==> src/rtl/kb_scr_pkg.sv <==
// -----------------------------------------------------------------------------
// kb_scr_pkg
// Shared definitions for the keyboard/screen FIFO driver:
//   - CSR bit indices (ENA, OF, DBA, IO, IE) common to both directions
//   - CSR reset images and the mask of CPU-owned (pass-through) bits
//   - csr_image(): assembles a status CSR from the registered CPU bits plus
//     the block-owned overflow and data-buffer-available flags
// -----------------------------------------------------------------------------
package kb_scr_pkg;

  localparam int CSR_ENA = 4;
  localparam int CSR_OF  = 3;
  localparam int CSR_DBA = 2;
  localparam int CSR_IO  = 1;
  localparam int CSR_IE  = 0;

  localparam logic [7:0] CSR_KB_RST  = 8'h00;
  localparam logic [7:0] CSR_SCR_RST = 8'h04;

  // Bits the CPU owns and that are echoed back one cycle later (ena, io, ie).
  localparam logic [7:0] CSR_PASS_MASK = 8'h13;

  function automatic logic [7:0] csr_image(input logic [7:0] pass_q,
                                           input logic       of_flag,
                                           input logic       dba_flag);
    logic [7:0] img;
    img          = pass_q & CSR_PASS_MASK;
    img[CSR_OF]  = of_flag;
    img[CSR_DBA] = dba_flag;
    return img;
  endfunction

endpackage

==> src/rtl/sync_fifo.sv <==
// -----------------------------------------------------------------------------
// sync_fifo
// Single-clock FIFO with synchronous active-high reset. A push into a full
// FIFO is accepted only when a pop happens in the same cycle; a pop on an
// empty FIFO is ignored. head_o shows the storage slot at the read pointer.
// Ports:
//   clk, rst          clock, synchronous active-high reset
//   push_i, data_i    write request and data
//   pop_i             read request (removes head)
//   head_o            current head entry (undefined contents when empty)
//   full_o, empty_o   occupancy flags
//   count_o           number of entries, 0..DEPTH
// -----------------------------------------------------------------------------
module sync_fifo #(
  parameter int DATA_W = 8,
  parameter int DEPTH  = 4
) (
  input  logic                     clk,
  input  logic                     rst,
  input  logic                     push_i,
  input  logic                     pop_i,
  input  logic [DATA_W-1:0]        data_i,
  output logic [DATA_W-1:0]        head_o,
  output logic                     full_o,
  output logic                     empty_o,
  output logic [$clog2(DEPTH):0]   count_o
);

  localparam int PTR_W = $clog2(DEPTH);

  logic [DATA_W-1:0] mem_q [DEPTH];
  logic [PTR_W-1:0]  wr_ptr_q, wr_ptr_d;
  logic [PTR_W-1:0]  rd_ptr_q, rd_ptr_d;
  logic [PTR_W:0]    count_q, count_d;
  logic              do_push, do_pop;

  assign empty_o = (count_q == '0);
  assign full_o  = (count_q == (PTR_W+1)'(DEPTH));
  assign count_o = count_q;
  assign head_o  = mem_q[rd_ptr_q];

  // Full-and-pop frees the head slot in the same edge, so the push may land.
  assign do_pop  = pop_i && !empty_o;
  assign do_push = push_i && (!full_o || do_pop);

  // NOTE: every always_comb output gets a default first so no path leaves it
  // unassigned; otherwise synthesis infers a latch.
  always_comb begin
    wr_ptr_d = wr_ptr_q;
    rd_ptr_d = rd_ptr_q;
    count_d  = count_q;
    if (do_push) wr_ptr_d = wr_ptr_q + 1'b1;
    if (do_pop)  rd_ptr_d = rd_ptr_q + 1'b1;
    case ({do_push, do_pop})
      2'b10:   count_d = count_q + 1'b1;
      2'b01:   count_d = count_q - 1'b1;
      default: count_d = count_q;
    endcase
  end

  // NOTE: sequential state uses non-blocking assignments so every register
  // samples pre-edge values regardless of statement order.
  always_ff @(posedge clk) begin
    if (rst) begin
      wr_ptr_q <= '0;
      rd_ptr_q <= '0;
      count_q  <= '0;
    end else begin
      wr_ptr_q <= wr_ptr_d;
      rd_ptr_q <= rd_ptr_d;
      count_q  <= count_d;
    end
  end

  // NOTE: storage is deliberately not reset; the pointers and count define
  // validity, and a resettable array would cost a mux per bit.
  always_ff @(posedge clk) begin
    if (do_push) mem_q[wr_ptr_q] <= data_i;
  end

endmodule

==> src/rtl/kb_scr_fifo_drv.sv <==
// -----------------------------------------------------------------------------
// kb_scr_fifo_drv
// Keyboard-to-CPU and CPU-to-screen byte buffering with CSR status images.
// Optional feature macro: KB_SCR_FIFO_IRQ_EN (registered interrupt output);
// when undefined irq_o is tied low and ie bits are only echoed.
// Ports:
//   clk, rst                      clock, synchronous active-high reset
//   kb_data_i/kb_valid_i/kb_ready_o     keyboard byte stream in
//   scr_data_o/scr_valid_o/scr_ready_i  screen byte stream out
//   csr_kb_i, csr_scr_i           CPU CSR images (ena, of, dba, io, ie)
//   csr_kb_o, csr_scr_o           status CSR images, same layout
//   kb_rd_i, data_reg_kb_o        CPU pop of kb FIFO head / head value
//   scr_wr_i, data_reg_scr_i      CPU push into scr FIFO
//   of_clr_i                      overflow clears ([1] scr, [0] kb)
//   irq_o                         interrupt
// -----------------------------------------------------------------------------
module kb_scr_fifo_drv
  import kb_scr_pkg::*;
#(
  parameter int DATA_W = 8,
  parameter int DEPTH  = 4
) (
  input  logic              clk,
  input  logic              rst,
  input  logic [DATA_W-1:0] kb_data_i,
  input  logic              kb_valid_i,
  output logic              kb_ready_o,
  output logic [DATA_W-1:0] scr_data_o,
  output logic              scr_valid_o,
  input  logic              scr_ready_i,
  input  logic [7:0]        csr_kb_i,
  input  logic [7:0]        csr_scr_i,
  output logic [7:0]        csr_kb_o,
  output logic [7:0]        csr_scr_o,
  input  logic              kb_rd_i,
  output logic [DATA_W-1:0] data_reg_kb_o,
  input  logic              scr_wr_i,
  input  logic [DATA_W-1:0] data_reg_scr_i,
  input  logic [1:0]        of_clr_i,
  output logic              irq_o
);

  localparam int CNT_W = $clog2(DEPTH) + 1;

  logic              kb_full, kb_empty, scr_full, scr_empty;
  logic [CNT_W-1:0]  kb_count, scr_count;
  logic [DATA_W-1:0] kb_head, scr_head;
  logic              kb_push, kb_pop, kb_ovf;
  logic              scr_push, scr_pop, scr_ovf;
  logic              kb_dba, scr_dba;
  logic              of_kb_q, of_kb_d, of_scr_q, of_scr_d;
  logic [7:0]        pass_kb_q, pass_scr_q;

  // Keyboard direction: the ena bit gates the handshake directly.
  assign kb_ready_o = csr_kb_i[CSR_ENA];
  assign kb_push    = kb_valid_i && kb_ready_o;
  assign kb_pop     = kb_rd_i && !kb_empty;
  assign kb_ovf     = kb_push && kb_full && !kb_pop;
  assign kb_dba     = !kb_empty;

  // Screen direction: dba means "room to write", not "data present".
  assign scr_push    = scr_wr_i && csr_scr_i[CSR_ENA];
  assign scr_valid_o = !scr_empty && csr_scr_i[CSR_ENA];
  assign scr_pop     = scr_valid_o && scr_ready_i;
  assign scr_ovf     = scr_push && scr_full && !scr_pop;
  assign scr_dba     = !scr_full;

  sync_fifo #(.DATA_W(DATA_W), .DEPTH(DEPTH)) u_kb_fifo (
    .clk     (clk),
    .rst     (rst),
    .push_i  (kb_push),
    .pop_i   (kb_pop),
    .data_i  (kb_data_i),
    .head_o  (kb_head),
    .full_o  (kb_full),
    .empty_o (kb_empty),
    .count_o (kb_count)
  );

  sync_fifo #(.DATA_W(DATA_W), .DEPTH(DEPTH)) u_scr_fifo (
    .clk     (clk),
    .rst     (rst),
    .push_i  (scr_push),
    .pop_i   (scr_pop),
    .data_i  (data_reg_scr_i),
    .head_o  (scr_head),
    .full_o  (scr_full),
    .empty_o (scr_empty),
    .count_o (scr_count)
  );

  // Storage is unreset, so mask the head while empty to present a clean 0.
  assign data_reg_kb_o = kb_empty  ? '0 : kb_head;
  assign scr_data_o    = scr_empty ? '0 : scr_head;

  // Set wins over clear so an overflow in the clearing cycle is not lost.
  assign of_kb_d  = (of_kb_q  && !of_clr_i[0]) || kb_ovf;
  assign of_scr_d = (of_scr_q && !of_clr_i[1]) || scr_ovf;

  always_ff @(posedge clk) begin
    if (rst) begin
      of_kb_q    <= 1'b0;
      of_scr_q   <= 1'b0;
      pass_kb_q  <= CSR_KB_RST  & CSR_PASS_MASK;
      pass_scr_q <= CSR_SCR_RST & CSR_PASS_MASK;
    end else begin
      of_kb_q    <= of_kb_d;
      of_scr_q   <= of_scr_d;
      pass_kb_q  <= csr_kb_i  & CSR_PASS_MASK;
      pass_scr_q <= csr_scr_i & CSR_PASS_MASK;
    end
  end

  assign csr_kb_o  = csr_image(pass_kb_q,  of_kb_q,  kb_dba);
  assign csr_scr_o = csr_image(pass_scr_q, of_scr_q, scr_dba);

`ifdef KB_SCR_FIFO_IRQ_EN
  logic irq_q, irq_d;

  assign irq_d = (csr_kb_i[CSR_IE] && kb_dba) ||
                 (csr_scr_i[CSR_IE] && scr_dba && csr_scr_i[CSR_ENA]);

  always_ff @(posedge clk) begin
    if (rst) irq_q <= 1'b0;
    else     irq_q <= irq_d;
  end

  assign irq_o = irq_q;
`else
  assign irq_o = 1'b0;
`endif

  // Occupancy counts are exposed by the FIFO but not needed here.
  logic unused_counts;
  assign unused_counts = ^{kb_count, scr_count};

endmodule
==> config.mk <==
export PLATFORM = sky130hd
export DESIGN_NAME = kb_scr_fifo_drv
export DESIGN_NICKNAME = d
export VERILOG_FILES = /design/src/rtl/kb_scr_pkg.sv /design/src/rtl/sync_fifo.sv /design/src/rtl/kb_scr_fifo_drv.sv
export SDC_FILE = /design/constraint.sdc
export NUM_CORES = 1
export LEC_CHECK = 0
export CAP_MARGIN = 25
export CELL_PAD_IN_SITES_DETAIL_PLACEMENT = 0
export CELL_PAD_IN_SITES_GLOBAL_PLACEMENT = 1
export CORE_ASPECT_RATIO = 0.75
export CORE_MARGIN = 10
export CORE_UTILIZATION = 40
export CTS_CLUSTER_SIZE = 28
export DETAILED_ROUTE_END_ITERATION = 8
export GPL_TIMING_DRIVEN = 0
export PLACE_DENSITY = 0.88
export REMOVE_ABC_BUFFERS = 1
export SYNTH_ARGS = -nofsm -noshare
export SYNTH_HDL_FRONTEND = slang
export SYNTH_SLANG_ARGS = --single-unit
==> constraint.sdc <==
create_clock -name clk -period 3.7 [get_ports clk]
set_input_delay 0.925 -clock clk [delete_from_list [all_inputs] [get_ports clk]]
set_output_delay 0.925 -clock clk [all_outputs]
set_load 0.01 [all_outputs]
==> run_1/power_grid.png <==
Bar = 50 um. Pins as bars on the die edge. Tap cells in grey.
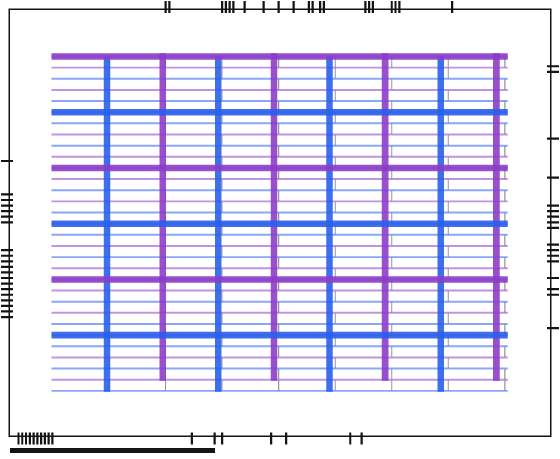
[purple] VDD
[blue] VSS
tap cells: 128
met5 straps: 6

==> run_1/placement_by_type.png <==
Bar = 50 um.
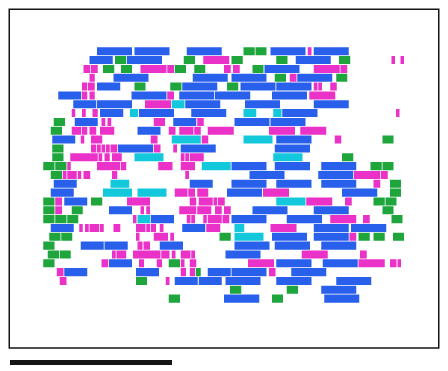
[magenta] combinational and other logic | cells: 143
[blue] sequential cells | cells: 90
[cyan] clock drivers and dummy loads | cells: 16
[green] remaining buffers and delay cells | cells: 58

==> flow_summary.yaml, run 1 <==
# yosys + openroad results
yosys:
  syn_avg_cell_area_sq_um: 15.1
  edf_count: 64
  top_cells_by_count: "edfxtp_1 (64), dfxtp_1 (26), nor2b_1 (23), inv_1 (16), mux4_2 (16)"
  synth_stat.cells: 248
routing:
  ant_nets: 0
  via_per_inst: 4.66
worst_setup_path:
  worstPathMaxFanout: 8
  r2r_end: "u_scr_fifo.count_o[2]$_SDFFE_PP0P_"
  max_stage_delay_ps: 670
  required_ps: 2770
  arrival_ps: 2240
  reg2reg_slack_ps: 1350
final_layout:
  seq_cells: 90
  area_delta_synth_final_pct: 24.8
  logic_gates: 127
  dominant_cells: "registers"
  seq-cell-share_pct: 52.2
min_path:
  hold_path.class: "reg -> reg"
die:
  core-area_sq_mm: 0.00908
  fp-row-count: 30
  fp_util_pct: 41.3
cts:
  clock-root-buffer: "clkbuf_16"
  cts_tree: "done"
timing:
  finalClockPeriodUsage_pct: 85.6
outcome:
  status: "complete, no violations"
==> run_1/clk_routes.png <==
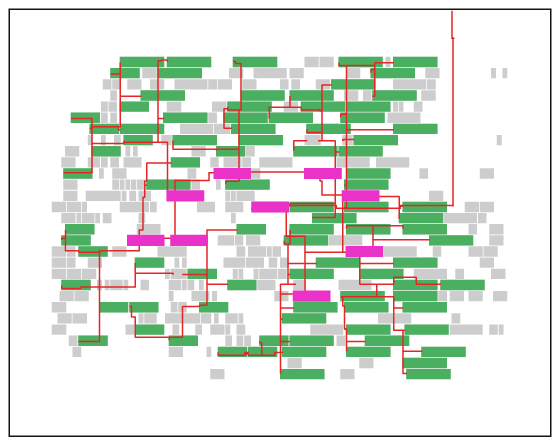
[red] clock wires | length: 1010 um
[green] flip-flops | count: 90
[magenta] clock drivers | count: 9
routed clock nets: 10

==> run_1/wires.png <==
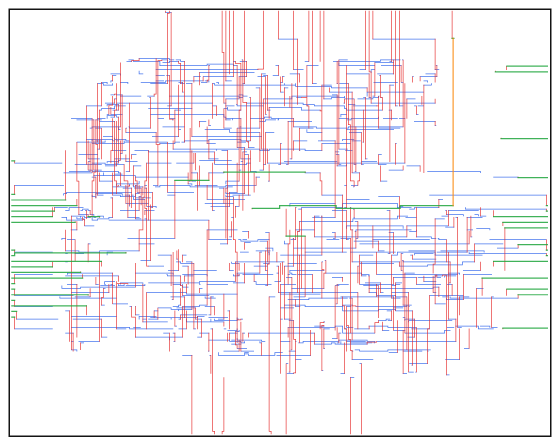
[blue] metal 1 | wire length: 3160 um
[red] metal 2 | wire length: 3320 um
[green] metal 3 | wire length: 428 um
[orange] metal 4 | wire length: 40.8 um
wire per inst: 16.0 um
final wirelength: 6950 um

==> run 1: state kept, by name (all words and copies together) (netlist names), 2 cells and up, named ones only <==
| name | flops |
|---|---|
| u_kb_fifo.mem_q | 32 |
| u_scr_fifo.mem_q | 32 |
| pass_kb_q | 3 |
| pass_scr_q | 3 |
| u_kb_fifo.count_o | 3 |
| u_scr_fifo.count_o | 3 |
| u_kb_fifo.rd_ptr_q | 2 |
| u_kb_fifo.wr_ptr_q | 2 |
| u_scr_fifo.rd_ptr_q | 2 |
| u_scr_fifo.wr_ptr_q | 2 |
==> run 1: logic make-up after synthesis <==
family | count (synthesis) | synth area share, %
fa+ha+maj | 12 | 4.41
compound gates | 16 | 2.40
flops | 90 | 65.2
mux | 20 | 10.9
simple gates | 67 | 10.7
other cells | 1 | 0.100
buf+inv | 37 | 5.18
xor+xnor | 5 | 1.17
==> run 1: metal layers <==
layer  global-route usage, %  share of wire, %  wire length, um  vias up
li1                        -                 -                -      975
met1                    12.9                46             3160     1005
met2                    16.7                48             3320       47
met3                    4.25               6.2              428        2
met4                    3.33              0.58               40        0
met5                       0                 0                0        -
==> run 1: through the flow <==
step / utilization, % / hold slack (ps) / std cells / total power, uW / instance area (sq um)
floorplan: - / 452 / 233 / 1500 / 3640
global placement: 48.1 / 469 / 418 / 1750 / 4370
detailed placement: 48.2 / 478 / 419 / 1770 / 4380
CTS: 51.5 / 499 / 435 / 2660 / 4680
global route: 51.5 / 519 / 435 / 2770 / 4680
finish: 51.5 / 490 / 435 / 2620 / 4680
==> run 1: report_power, final <==
group          leakage, uW  internal [uW]  switching (uW)
clock             0.000140            476             407
sequential        0.000794           1130            68.8
combinational     0.000634            301             236
total              0.00157           1910             712
==> run 2: changes to the inputs <==
--- a/config.mk
+++ b/config.mk
@@ -5,6 +5,7 @@
 export SDC_FILE = /design/constraint.sdc
 export NUM_CORES = 1
 export LEC_CHECK = 0
+export ABC_CLOCK_PERIOD_IN_PS = 3700
 export CAP_MARGIN = 25
 export CELL_PAD_IN_SITES_DETAIL_PLACEMENT = 0
 export CELL_PAD_IN_SITES_GLOBAL_PLACEMENT = 1
==> run_2/congestion.png <==
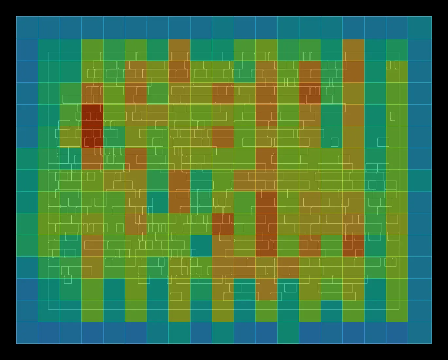
grt peak-use layer: met2
grt met2 use: 16.7%

==> run_2/power_grid.png <==
Bar = 50 um. Pins as bars on the die edge. Tap cells in grey.
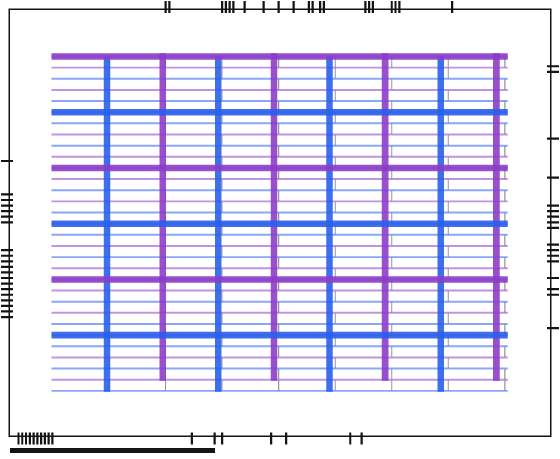
[purple] VDD
[blue] VSS
met4 straps: 8
rows: 30

==> run_2/wires.png <==
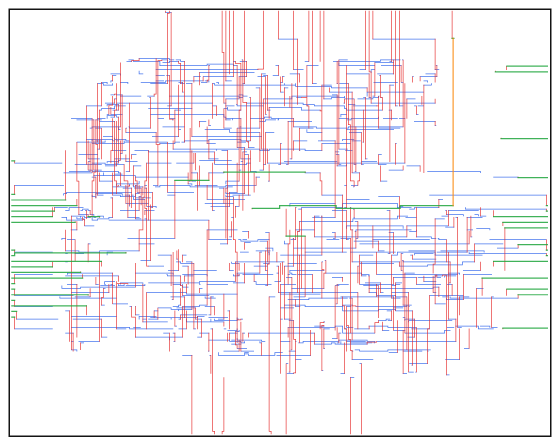
[green] metal 3 | wire length: 428 um
[blue] metal 1 | wire length: 3160 um
[red] metal 2 | wire length: 3320 um
[orange] metal 4 | wire length: 40.8 um
via count: 2029
GR Util All Layers: 10.5%

==> flow_summary.yaml, run 2 <==
# yosys + openroad results
die:
  fp-row-count: 30
  core-area_sq_mm: 0.00908
  fp_util_pct: 41.3
routing:
  route.met2.wl_um: 3320
  wirelength_um: 6950
  ant_nets: 0
  met1_length_um: 3160
final_layout:
  area_delta_synth_final_pct: 24.8
  dominant_cells: "registers"
  seq_cells: 90
worst_setup_path:
  arrival_ps: 2240
  reg2reg_slack_ps: 1350
  worstPathMaxFanout: 8
  r2r_end: "u_scr_fifo.count_o[2]$_SDFFE_PP0P_"
outcome:
  status: "complete, no violations"
grt:
  gr-usage-met3_pct: 4.25
  met1_usage_pct: 12.9
power_and_ir_drop:
  p_switching_uw: 712
  clkPwrFrac_pct: 33.7
  combPwrFrac_pct: 20.5
cts:
  cts_tree: "done"
yosys:
  edf_count: 64
-- run 2: cell counts after synthesis --
Identical to the previous run, type by type.
-- run 2: how the worst min path moves through the flow --
stage,start,depth (start not counted),endpoint
2_1_floorplan,u_scr_fifo.rd_ptr_q[1]$_SDFFE_PP0P_,2,register
3_3_place_gp,of_kb_q$_SDFF_PP0_,2,of_kb_q$_SDFF_PP0_
3_5_place_dp,of_scr_q$_SDFF_PP0_,2,of_scr_q$_SDFF_PP0_
4_1_cts,of_scr_q$_SDFF_PP0_,2,of_scr_q$_SDFF_PP0_
5_1_grt,of_scr_q$_SDFF_PP0_,2,of_scr_q$_SDFF_PP0_
6_report,of_scr_q$_SDFF_PP0_,2,of_scr_q$_SDFF_PP0_
-- run 2: worst max-delay path: stages (launching register included) --
cell	delay [ps]
dfxtp_1	670
mux4_2	570
nor2b_1	150
clkdlybuf4s50_1	520
-- run 2: logic make-up after synthesis --
logic type / share of synthesized area, %
compound gates: 2.40
simple gates: 10.7
buf+inv: 5.18
flops: 65.2
other cells: 0.100
fa+ha+maj: 4.41
xor+xnor: 1.17
mux: 10.9
-- run 2: stage by stage --
step	instances	util (%)	hold slack [ps]	total power, uW	instance area, sq um
after CTS	435	51.5	499	2660	4680
after global placement	418	48.1	469	1750	4370
after detailed placement	419	48.2	478	1770	4380
after global routing	435	51.5	519	2770	4680
final	435	51.5	490	2620	4680
after floorplan	233	-	452	1500	3640
-- run 2: power by group through the flow --
stage | sequential [uW] | clock, uW | combinational (uW)
2_1_floorplan | 1210 | 0 | 292
3_3_place_gp | 1220 | 0 | 529
3_5_place_dp | 1230 | 0 | 547
4_1_cts | 1210 | 902 | 550
5_1_grt | 1220 | 958 | 595
6_report | 1200 | 883 | 538
==> run 3: changes to the inputs <==
--- a/config.mk
+++ b/config.mk
@@ -12,7 +12,7 @@
 export CORE_ASPECT_RATIO = 0.75
 export CORE_MARGIN = 10
 export CORE_UTILIZATION = 40
-export CTS_CLUSTER_SIZE = 28
+export CTS_CLUSTER_SIZE = 14
 export DETAILED_ROUTE_END_ITERATION = 8
 export GPL_TIMING_DRIVEN = 0
 export PLACE_DENSITY = 0.88
==> run_3/power_grid.png <==
Bar = 50 um. Pins as bars on the die edge. Tap cells in grey.
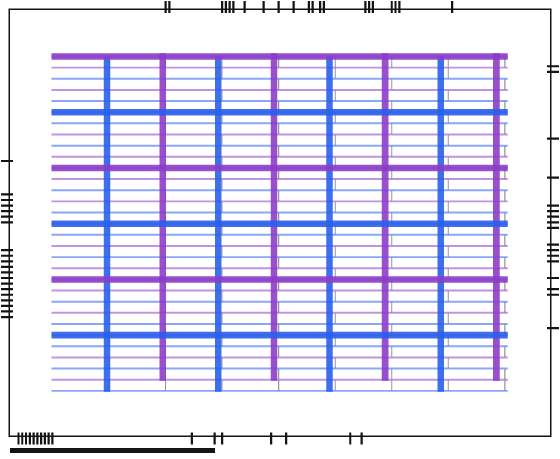
[purple] VDD
[blue] VSS
tap cells: 128
met1 rails: 31
met5 straps: 6
rows: 30
signal pins: 75
Worst VDD drop: 0.000320 V
core footprint: 0.00908 sq mm

==> run_3/placement_by_type.png <==
Bar = 50 um.
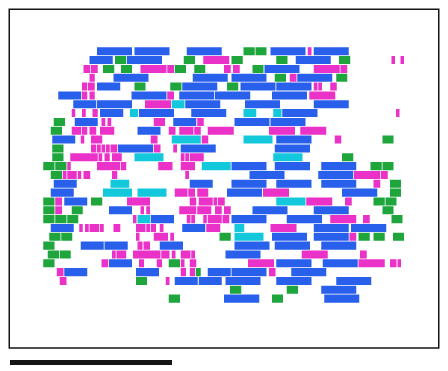
[cyan] clock drivers and dummy loads | cells: 16
[magenta] combinational and other logic | cells: 143
[green] remaining buffers and delay cells | cells: 58
[blue] sequential cells | cells: 90

==> run_3/wires.png <==
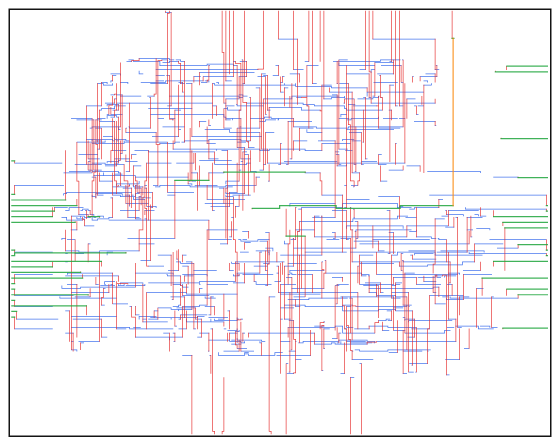
[red] metal 2 | wire length: 3320 um
[orange] metal 4 | wire length: 40.8 um
[green] metal 3 | wire length: 428 um
[blue] metal 1 | wire length: 3160 um

==> flow_summary.yaml, run 3 <==
# yosys + openroad results
outcome:
  status: "complete, no violations"
power_and_ir_drop:
  combPwrFrac_pct: 20.5
  p_sw_share_pct: 27.1
  sequentialPowerShare_pct: 45.8
  p_switching_uw: 712
  p_int_uw: 1910
routing:
  wirelength_um: 6950
  met1_length_um: 3160
  vias: 2029
  wl_per_cell_um: 16.0
  top_layer_used: "met4"
  met3RoutedLength_um: 428
  route.met2.wl_um: 3320
  via_per_inst: 4.66
yosys:
  top_cells_by_count: "edfxtp_1 (64), dfxtp_1 (26), nor2b_1 (23), inv_1 (16), mux4_2 (16)"
worst_setup_path:
  arrival_ps: 2240
  worstPathMaxFanout: 8
  required_ps: 2770
timing:
  finalClockPeriodUsage_pct: 85.6
  holdWs_ps: 490
min_path:
  hold_path.class: "reg -> reg"
grt:
  met2_usage_pct: 16.7
  met1_usage_pct: 12.9
  gr-usage-met3_pct: 4.25
  track_usage_pct: 10.5
  busiest_layer: "met2"
die:
  fp-row-count: 30
  fp_util_pct: 41.3
final_layout:
  final_core_util_pct: 51.5
  area_delta_synth_final_pct: 24.8
  biggestRegsByFlops: "u_kb_fifo.mem_q (32), u_scr_fifo.mem_q (32)"
-- run 3: cell counts after synthesis --
Identical to the previous run, type by type.
-- run 3: area by class of cell --
type / count / area, sq um / area share, %
inverter: 16 / 60.1 / 1.28
multi-input combinational: 127 / 1140 / 24.4
clock inverter: 7 / 73.8 / 1.58
clock buffer: 9 / 225 / 4.82
tap: 128 / 160 / 3.43
timing repair buffer: 58 / 576 / 12.3
sequential: 90 / 2440 / 52.2
-- run 3: power groups by stage --
stage	clock (uW)	sequential (uW)	combinational [uW]
final	883	1200	538
after global routing	958	1220	595
after CTS	902	1210	550
after detailed placement	0	1230	547
after global placement	0	1220	529
after floorplan	0	1210	292
-- run 3: logic make-up after synthesis --
| group | share of synthesized area, % |
|---|---|
| other cells | 0.100 |
| fa+ha+maj | 4.41 |
| flops | 65.2 |
| mux | 10.9 |
| xor+xnor | 1.17 |
| simple gates | 10.7 |
| compound gates | 2.40 |
| buf+inv | 5.18 |
-- run 3: worst paths after layout --
path | cells past startpoint | slack [ps] | end | from
max reg2reg | 8 | 1350 | u_scr_fifo.count_o[2]$_SDFFE_PP0P_ | u_scr_fifo.count_o[0]$_SDFFE_PP0P_
min reg2reg | 2 | 490 | of_scr_q$_SDFF_PP0_ | of_scr_q$_SDFF_PP0_
min | 2 | 490 | of_scr_q$_SDFF_PP0_ | of_scr_q$_SDFF_PP0_
max | 3 | 530 | scr_data_o[0] | register
-- run 3: through the flow --
stage,setup slack (ps),total power (uW),area (sq um),instances
after floorplan,1170,1500,3640,233
after global placement,504,1750,4370,418
after detailed placement,472,1770,4380,419
after CTS,449,2660,4680,435
after global routing,361,2770,4680,435
final,535,2620,4680,435
-- run 3: critical path, cell delays in order, from the launching register on --
cell and delay (ps):
dfxtp_1 670, mux4_2 570, nor2b_1 150, clkdlybuf4s50_1 520
Power figures rest on the tool's default switching activity, not on a simulated workload.
